===== src/rtl/rca_att_cfg_sequencer_if.sv =====
// Bundles the CPU field-write, profiler reconfiguration and ATT write-port
// signals of the ATT configuration sequencer.
interface rca_att_cfg_sequencer_if #(
  parameter int XLEN = 32,
  parameter int RW   = 2
);
  logic            cpu_wr_valid;
  logic [RW-1:0]   cpu_rca_addr;
  logic [1:0]      cpu_field_id;
  logic [XLEN-1:0] cpu_field_value;
  logic            cpu_wr_ready;

  logic            prof_req_valid;
  logic [RW-1:0]   prof_rca_addr;
  logic [XLEN-1:0] prof_sbb_addr;
  logic [XLEN-1:0] prof_loop_start_addr;
  logic            prof_req_ready;
  logic            prof_done;

  logic            att_busy;
  logic            att_wr_en;
  logic [RW-1:0]   att_wr_rca_addr;
  logic [1:0]      att_wr_field_id;
  logic [XLEN-1:0] att_wr_field_value;
  logic            busy;

  // Sequencer side
  modport slave (
    input  cpu_wr_valid, cpu_rca_addr, cpu_field_id, cpu_field_value,
    output cpu_wr_ready,
    input  prof_req_valid, prof_rca_addr, prof_sbb_addr, prof_loop_start_addr,
    output prof_req_ready, prof_done,
    input  att_busy,
    output att_wr_en, att_wr_rca_addr, att_wr_field_id, att_wr_field_value, busy
  );

  // Requester / ATT side
  modport master (
    output cpu_wr_valid, cpu_rca_addr, cpu_field_id, cpu_field_value,
    input  cpu_wr_ready,
    output prof_req_valid, prof_rca_addr, prof_sbb_addr, prof_loop_start_addr,
    input  prof_req_ready, prof_done,
    output att_busy,
    input  att_wr_en, att_wr_rca_addr, att_wr_field_id, att_wr_field_value, busy
  );
endinterface


===== src/rtl/rca_att_cfg_sequencer.sv =====
// Arbitrates CPU single-field writes and profiler whole-entry reconfigurations
// onto the ATT write port; a reconfiguration is invalidate, drain, sbb, loop, validate.
module rca_att_cfg_sequencer #(
  parameter int XLEN     = 32,
  parameter int NUM_RCAS = 4
) (
  input  logic                    clk,
  input  logic                    rst,
  rca_att_cfg_sequencer_if.slave  io_bus
);
  localparam int RW = (NUM_RCAS > 1) ? $clog2(NUM_RCAS) : 1;

  typedef enum logic [2:0] {
    S_IDLE,
    S_INVAL,
    S_DRAIN,
    S_WR_SBB,
    S_WR_LOOP,
    S_VALIDATE
  } state_t;

  localparam logic       GRANT_CPU  = 1'b0;
  localparam logic       GRANT_PROF = 1'b1;
  localparam logic [1:0] F_SBB      = 2'd0;
  localparam logic [1:0] F_LOOP     = 2'd1;
  localparam logic [1:0] F_VALID    = 2'd2;
  localparam logic [1:0] F_RSVD     = 2'd3;

  state_t          r_state;
  state_t          w_state_nxt;
  logic            r_last_grant;

  logic [RW-1:0]   r_req_rca;
  logic [XLEN-1:0] r_req_sbb;
  logic [XLEN-1:0] r_req_loop;

  logic            r_wr_en;
  logic [RW-1:0]   r_wr_rca;
  logic [1:0]      r_wr_field;
  logic [XLEN-1:0] r_wr_value;

  logic            w_wr_en_nxt;
  logic [RW-1:0]   w_wr_rca_nxt;
  logic [1:0]      w_wr_field_nxt;
  logic [XLEN-1:0] w_wr_value_nxt;

  logic w_idle;
  logic w_cpu_rdy;
  logic w_prof_rdy;
  logic w_cpu_grant;
  logic w_prof_grant;

  function automatic logic [XLEN-1:0] valid_value(input logic b);
    return {{(XLEN-1){1'b0}}, b};
  endfunction

  // On a tie the requester that lost the previous grant is the only one made ready
  assign w_idle       = (r_state == S_IDLE);
  assign w_cpu_rdy    = w_idle & ~(io_bus.prof_req_valid & (r_last_grant == GRANT_CPU));
  assign w_prof_rdy   = w_idle & ~(io_bus.cpu_wr_valid & (r_last_grant == GRANT_PROF));
  assign w_cpu_grant  = io_bus.cpu_wr_valid & w_cpu_rdy;
  assign w_prof_grant = io_bus.prof_req_valid & w_prof_rdy;

  // Write-port values are computed for the state being entered, then registered
  always_comb begin
    w_state_nxt    = r_state;
    w_wr_en_nxt    = 1'b0;
    w_wr_rca_nxt   = r_wr_rca;
    w_wr_field_nxt = r_wr_field;
    w_wr_value_nxt = r_wr_value;
    case (r_state)
      S_IDLE: begin
        if (w_cpu_grant) begin
          w_wr_en_nxt    = (io_bus.cpu_field_id != F_RSVD);
          w_wr_rca_nxt   = io_bus.cpu_rca_addr;
          w_wr_field_nxt = io_bus.cpu_field_id;
          w_wr_value_nxt = (io_bus.cpu_field_id == F_VALID) ?
                           valid_value(io_bus.cpu_field_value[0]) : io_bus.cpu_field_value;
        end else if (w_prof_grant) begin
          w_state_nxt    = S_INVAL;
          w_wr_en_nxt    = 1'b1;
          w_wr_rca_nxt   = io_bus.prof_rca_addr;
          w_wr_field_nxt = F_VALID;
          w_wr_value_nxt = valid_value(1'b0);
        end
      end
      S_INVAL: w_state_nxt = S_DRAIN;
      S_DRAIN: begin
        if (!io_bus.att_busy) begin
          w_state_nxt    = S_WR_SBB;
          w_wr_en_nxt    = 1'b1;
          w_wr_rca_nxt   = r_req_rca;
          w_wr_field_nxt = F_SBB;
          w_wr_value_nxt = r_req_sbb;
        end
      end
      S_WR_SBB: begin
        w_state_nxt    = S_WR_LOOP;
        w_wr_en_nxt    = 1'b1;
        w_wr_rca_nxt   = r_req_rca;
        w_wr_field_nxt = F_LOOP;
        w_wr_value_nxt = r_req_loop;
      end
      S_WR_LOOP: begin
        w_state_nxt    = S_VALIDATE;
        w_wr_en_nxt    = 1'b1;
        w_wr_rca_nxt   = r_req_rca;
        w_wr_field_nxt = F_VALID;
        w_wr_value_nxt = valid_value(1'b1);
      end
      S_VALIDATE: w_state_nxt = S_IDLE;
      default:    w_state_nxt = S_IDLE;
    endcase
  end

  // Reset abandons any sequence in flight; the entry stays invalidated
  always_ff @(posedge clk) begin
    if (rst) begin
      r_state      <= S_IDLE;
      r_last_grant <= GRANT_PROF;
      r_wr_en      <= 1'b0;
      r_wr_rca     <= '0;
      r_wr_field   <= '0;
      r_wr_value   <= '0;
    end else begin
      r_state    <= w_state_nxt;
      r_wr_en    <= w_wr_en_nxt;
      r_wr_rca   <= w_wr_rca_nxt;
      r_wr_field <= w_wr_field_nxt;
      r_wr_value <= w_wr_value_nxt;
      if (w_cpu_grant) begin
        r_last_grant <= GRANT_CPU;
      end else if (w_prof_grant) begin
        r_last_grant <= GRANT_PROF;
      end
    end
  end

  always_ff @(posedge clk) begin
    if (w_prof_grant) begin
      r_req_rca  <= io_bus.prof_rca_addr;
      r_req_sbb  <= io_bus.prof_sbb_addr;
      r_req_loop <= io_bus.prof_loop_start_addr;
    end
  end

  assign io_bus.cpu_wr_ready       = w_cpu_rdy;
  assign io_bus.prof_req_ready     = w_prof_rdy;
  assign io_bus.prof_done          = (r_state == S_VALIDATE);
  assign io_bus.busy               = ~w_idle;
  assign io_bus.att_wr_en          = r_wr_en;
  assign io_bus.att_wr_rca_addr    = r_wr_rca;
  assign io_bus.att_wr_field_id    = r_wr_field;
  assign io_bus.att_wr_field_value = r_wr_value;
endmodule

===== src/flat_wrapper.sv =====
// flat-port wrapper written by rule: the top's interface ports become plain ports
module rca_att_cfg_sequencer_flat 
#(
  parameter int XLEN     = 32,
  parameter int NUM_RCAS = 4
)
  (clk, rst, io_bus_cpu_wr_valid, io_bus_cpu_rca_addr, io_bus_cpu_field_id, io_bus_cpu_field_value, io_bus_cpu_wr_ready, io_bus_prof_req_valid, io_bus_prof_rca_addr, io_bus_prof_sbb_addr, io_bus_prof_loop_start_addr, io_bus_prof_req_ready, io_bus_prof_done, io_bus_att_busy, io_bus_att_wr_en, io_bus_att_wr_rca_addr, io_bus_att_wr_field_id, io_bus_att_wr_field_value, io_bus_busy);
  rca_att_cfg_sequencer_if #(.XLEN(XLEN)) io_bus_i ();
  input  logic clk;
  input  logic rst;
  input wire logic [$bits(io_bus_i.cpu_wr_valid)-1:0] io_bus_cpu_wr_valid;
  input wire logic [$bits(io_bus_i.cpu_rca_addr)-1:0] io_bus_cpu_rca_addr;
  input wire logic [$bits(io_bus_i.cpu_field_id)-1:0] io_bus_cpu_field_id;
  input wire logic [$bits(io_bus_i.cpu_field_value)-1:0] io_bus_cpu_field_value;
  output wire logic [$bits(io_bus_i.cpu_wr_ready)-1:0] io_bus_cpu_wr_ready;
  input wire logic [$bits(io_bus_i.prof_req_valid)-1:0] io_bus_prof_req_valid;
  input wire logic [$bits(io_bus_i.prof_rca_addr)-1:0] io_bus_prof_rca_addr;
  input wire logic [$bits(io_bus_i.prof_sbb_addr)-1:0] io_bus_prof_sbb_addr;
  input wire logic [$bits(io_bus_i.prof_loop_start_addr)-1:0] io_bus_prof_loop_start_addr;
  output wire logic [$bits(io_bus_i.prof_req_ready)-1:0] io_bus_prof_req_ready;
  output wire logic [$bits(io_bus_i.prof_done)-1:0] io_bus_prof_done;
  input wire logic [$bits(io_bus_i.att_busy)-1:0] io_bus_att_busy;
  output wire logic [$bits(io_bus_i.att_wr_en)-1:0] io_bus_att_wr_en;
  output wire logic [$bits(io_bus_i.att_wr_rca_addr)-1:0] io_bus_att_wr_rca_addr;
  output wire logic [$bits(io_bus_i.att_wr_field_id)-1:0] io_bus_att_wr_field_id;
  output wire logic [$bits(io_bus_i.att_wr_field_value)-1:0] io_bus_att_wr_field_value;
  output wire logic [$bits(io_bus_i.busy)-1:0] io_bus_busy;
  assign io_bus_i.cpu_wr_valid = io_bus_cpu_wr_valid;
  assign io_bus_i.cpu_rca_addr = io_bus_cpu_rca_addr;
  assign io_bus_i.cpu_field_id = io_bus_cpu_field_id;
  assign io_bus_i.cpu_field_value = io_bus_cpu_field_value;
  assign io_bus_cpu_wr_ready = io_bus_i.cpu_wr_ready;
  assign io_bus_i.prof_req_valid = io_bus_prof_req_valid;
  assign io_bus_i.prof_rca_addr = io_bus_prof_rca_addr;
  assign io_bus_i.prof_sbb_addr = io_bus_prof_sbb_addr;
  assign io_bus_i.prof_loop_start_addr = io_bus_prof_loop_start_addr;
  assign io_bus_prof_req_ready = io_bus_i.prof_req_ready;
  assign io_bus_prof_done = io_bus_i.prof_done;
  assign io_bus_i.att_busy = io_bus_att_busy;
  assign io_bus_att_wr_en = io_bus_i.att_wr_en;
  assign io_bus_att_wr_rca_addr = io_bus_i.att_wr_rca_addr;
  assign io_bus_att_wr_field_id = io_bus_i.att_wr_field_id;
  assign io_bus_att_wr_field_value = io_bus_i.att_wr_field_value;
  assign io_bus_busy = io_bus_i.busy;
  rca_att_cfg_sequencer #(.XLEN(XLEN), .NUM_RCAS(NUM_RCAS)) u_core (.clk(clk), .rst(rst), .io_bus(io_bus_i));
endmodule

===== config.mk =====
export PLATFORM = sky130hd
export DESIGN_NAME = rca_att_cfg_sequencer_flat
export DESIGN_NICKNAME = d
export VERILOG_FILES = /design/src/rtl/rca_att_cfg_sequencer_if.sv /design/src/rtl/rca_att_cfg_sequencer.sv /design/src/flat_wrapper.sv
export SDC_FILE = /design/constraint.sdc
export NUM_CORES = 1
export LEC_CHECK = 0
export ABC_AREA = 0
export CAP_MARGIN = 5
export CORE_ASPECT_RATIO = 0.75
export CORE_MARGIN = 1.5
export CORE_UTILIZATION = 45
export DETAILED_ROUTE_END_ITERATION = 8
export PLACE_DENSITY = 0.88
export SYNTH_ARGS = -nofsm -noshare
export SYNTH_HDL_FRONTEND = slang
export SYNTH_SLANG_ARGS = --single-unit

===== constraint.sdc =====
create_clock -name clk -period 3.5 [get_ports clk]
set_clock_uncertainty 0.1 [all_clocks]
set_input_delay 0.35 -clock clk [delete_from_list [all_inputs] [get_ports clk]]
set_output_delay 0.35 -clock clk [all_outputs]
set_load 0.005 [all_outputs]

==> results.ini <==
[place]
finalWeightedCongestion = 0.797
dp_cells = 563

[min_path]
hold_path_class = reg -> reg

[setup_path]
crit_path_end_kind = output port
worst-path-buf-inv = 2
path_depth_of_the_worst_reg2reg_path = 4
reg2reg_from = u_core.r_state[0]
critical_path_cell_count = 3
start_to_end_type_of_the_worst_setup_path = reg -> out
cpLargestDelayFamily = buffers and inverters
reg2reg_setup_slack_ns = 0.93
crit_start = u_core.r_state[0]
critical_path.reg2reg.endpoint = u_core.io_bus.att_wr_field_value[14]
crit_path_start_kind = register

[global_route]
grt_max_degree = 45
grt-ovfl-total = 0
grt_antenna_before_repair = 0

[cells_and_area]
filler_cell_count = 693
layout_top_cell_excl_fill_tap = sky130_fd_sc_hd__clkdlybuf4s50_1
fin_area_um2 = 6060
seq_share_pct = 46.3
number_of_clock_buffers_in_the_layout = 12
final-nonclk-buf-share_pct = 25.0
clockNetworkAreaShare_pct = 4.63
net_count_final = 553
antennaDiodeCount = 0
lay_top_cells = 146 x sky130_fd_sc_hd__clkdlybuf4s50_1, 66 x sky130_fd_sc_hd__edfxtp_1, 40 x sky130_fd_sc_hd__dfxtp_1
largest_class = registers
inverters = 2
final_cell_count_no_fill = 579
layout-area-overhead-vs-synth_pct = 43.3

[detailed_routing]
drt_pre_antenna_iters = 4
met1Wirelength_um = 4400
drt_wl_total_um = 10400
detail_route.iter0.violations = 190
detail_route.vias_per_cell = 5.37
dr.max_layer_used = met4
route.met2.wl_um = 5170

[pwr]
power.net_switching_mw = 0.840
post-layout-total-power_mw = 3.29
internal_power_mw = 2.45
worst_ir_drop_vdd_uv = 317
power.leakage_nw = 2.11
power.share.sequential_pct = 48.1

[die]
chip_area_um2 = 9990
fp-utilization_pct = 46.5
die_width_um = 115
die-height_um = 86.9
area_of_the_core_region_um2 = 9080

[clocking]
clockRootBuffer = sky130_fd_sc_hd__clkbuf_16
cts.clk_slew.worst_paths_ns = 0.06
cts_tree = built
postCtsSetupBuffers = 0
clkLatencyLatePin_ns = 0.34

[synthesis]
netlist_top_cells_area = sky130_fd_sc_hd__edfxtp_1 47%, sky130_fd_sc_hd__dfxtp_1 19%, sky130_fd_sc_hd__mux2_2 8.3%, sky130_fd_sc_hd__a221oi_1 6.6%, sky130_fd_sc_hd__nor3_1 4.0%
ys_async_sr_fraction_pct = 0
yosys.stat.chipArea_um2 = 4230
yosysWarnings = 0
synthTopCellsByCount = 66 x sky130_fd_sc_hd__edfxtp_1, 41 x sky130_fd_sc_hd__dfxtp_1, 35 x sky130_fd_sc_hd__nor2_1
post_synth_tally_of_flip_flops_with_integrated_enable = 66
synth_cell_types = 36
synth_top_area_share_pct = 46.9
synth.ff_latch_count = 107
yosys.stat.seqShare_pct = 66.3
synthesis.area_um2 = 4230
syn_avg_cell_area_um2 = 13.6

[flow_run]
warning_count = 26
number_of_violations_of_the_max_capacitance_limit = 0

[timing]
post-route-period-util_pct = 75.8
worst_margin_pin_slew_ns = 1.22
rsz_0062_raised_after_global_routing = no
fin_ws_ns = 0.847
period_needed_ns = 2.65
slew_headroom_pct = 18.4
finalHoldWorstSlack_ns = 0.395

[outcome]
outcome = finished, final reports clean

-- power by group through the flow --
stage	combinational, mW	clock (mW)	sequential [mW]
3_3_place_gp	0.725	0	1.60
2_1_floorplan	0.391	0	1.59
6_report	0.757	0.948	1.58
3_5_place_dp	0.755	0	1.61
4_1_cts	0.761	0.973	1.58
5_1_grt	0.827	1.02	1.60
-- cells by family (layout without fill, tap and decap cells) --
| group | after synthesis | in the layout | synth area share (%) |
|---|---|---|---|
| flip-flops | 107 | 107 | 66.3 |
| AND/OR/NAND/NOR | 91 | 91 | 11.0 |
| AND-OR/OR-AND | 48 | 48 | 10.3 |
| multiplexers | 34 | 34 | 8.97 |
| buffers and inverters | 29 | 170 | 3.26 |
| XOR/XNOR | 1 | 1 | 0.207 |
-- layer usage --
layer | vias up | GRT usage, %
met5 | - | 0
met4 | 0 | 5.50
met3 | 12 | 6.54
met2 | 124 | 37.0
met1 | 1510 | 26.7
li1 | 1464 | -
-- how the worst min path moves through the flow --
stage,startpoint,endpoint,depth (start not counted)
2_1_floorplan,io_bus_prof_loop_start_addr[0],u_core.r_req_loop[0],0
3_3_place_gp,u_core.io_bus.att_wr_field_value[7],u_core.io_bus.att_wr_field_value[7],2
3_5_place_dp,u_core.io_bus.att_wr_field_value[5],u_core.io_bus.att_wr_field_value[5],2
4_1_cts,u_core.io_bus.att_wr_field_value[5],u_core.io_bus.att_wr_field_value[5],2
5_1_grt,u_core.io_bus.att_wr_field_value[21],u_core.io_bus.att_wr_field_value[21],2
6_report,u_core.io_bus.att_wr_field_value[8],u_core.io_bus.att_wr_field_value[8],2
-- worst min-delay path: stages (launching register included) --
cell and delay (ns):
sky130_fd_sc_hd__dfxtp_1 0.31, sky130_fd_sc_hd__nor2_1 0.10, sky130_fd_sc_hd__nor3_1 0.05
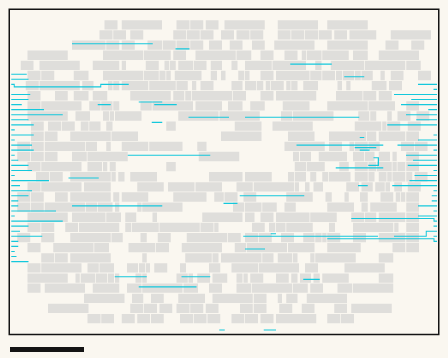
m3.png
Bar = 20 um. Cells faint in the background.
longest straight run: 35.9 um
wire length on this layer: 703 um
nets with wire on the layer: 85
main direction: horizontal
share of all routed wire: 6.7%

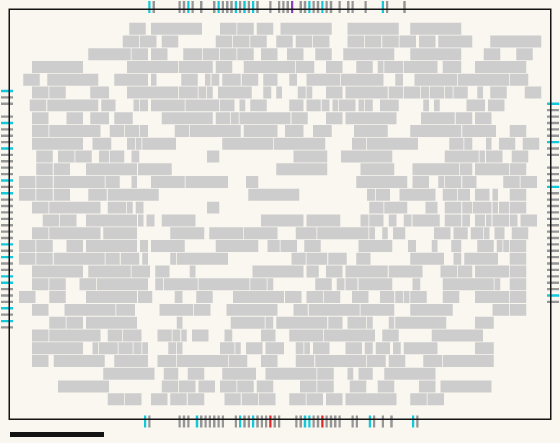
pinout.png
Bar = 20 um. Pins as bars across the die edge, other pins in gray.
legend:
  cyan:
    port: io_bus_prof_sbb_addr
    pins: 32
    direction: input
    edge: 11 left, 9 top, 8 bottom, 4 right
  purple:
    port: rst
    pins: 1
    direction: input
    edge: top
  red:
    port: io_bus_cpu_rca_addr
    pins: 2
    direction: input
    edge: bottom
all pins by edge: 42 bottom, 38 top, 37 left, 31 right

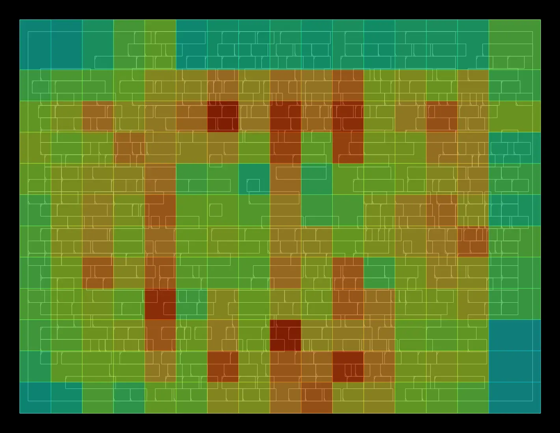
congestion_map.png
fraction of met3 tracks used by global routing: 6.54%
final core utilization: 66.7%
per-cell routed wire length: 18.0 um

Power is estimated from default activity; no workload was simulated.
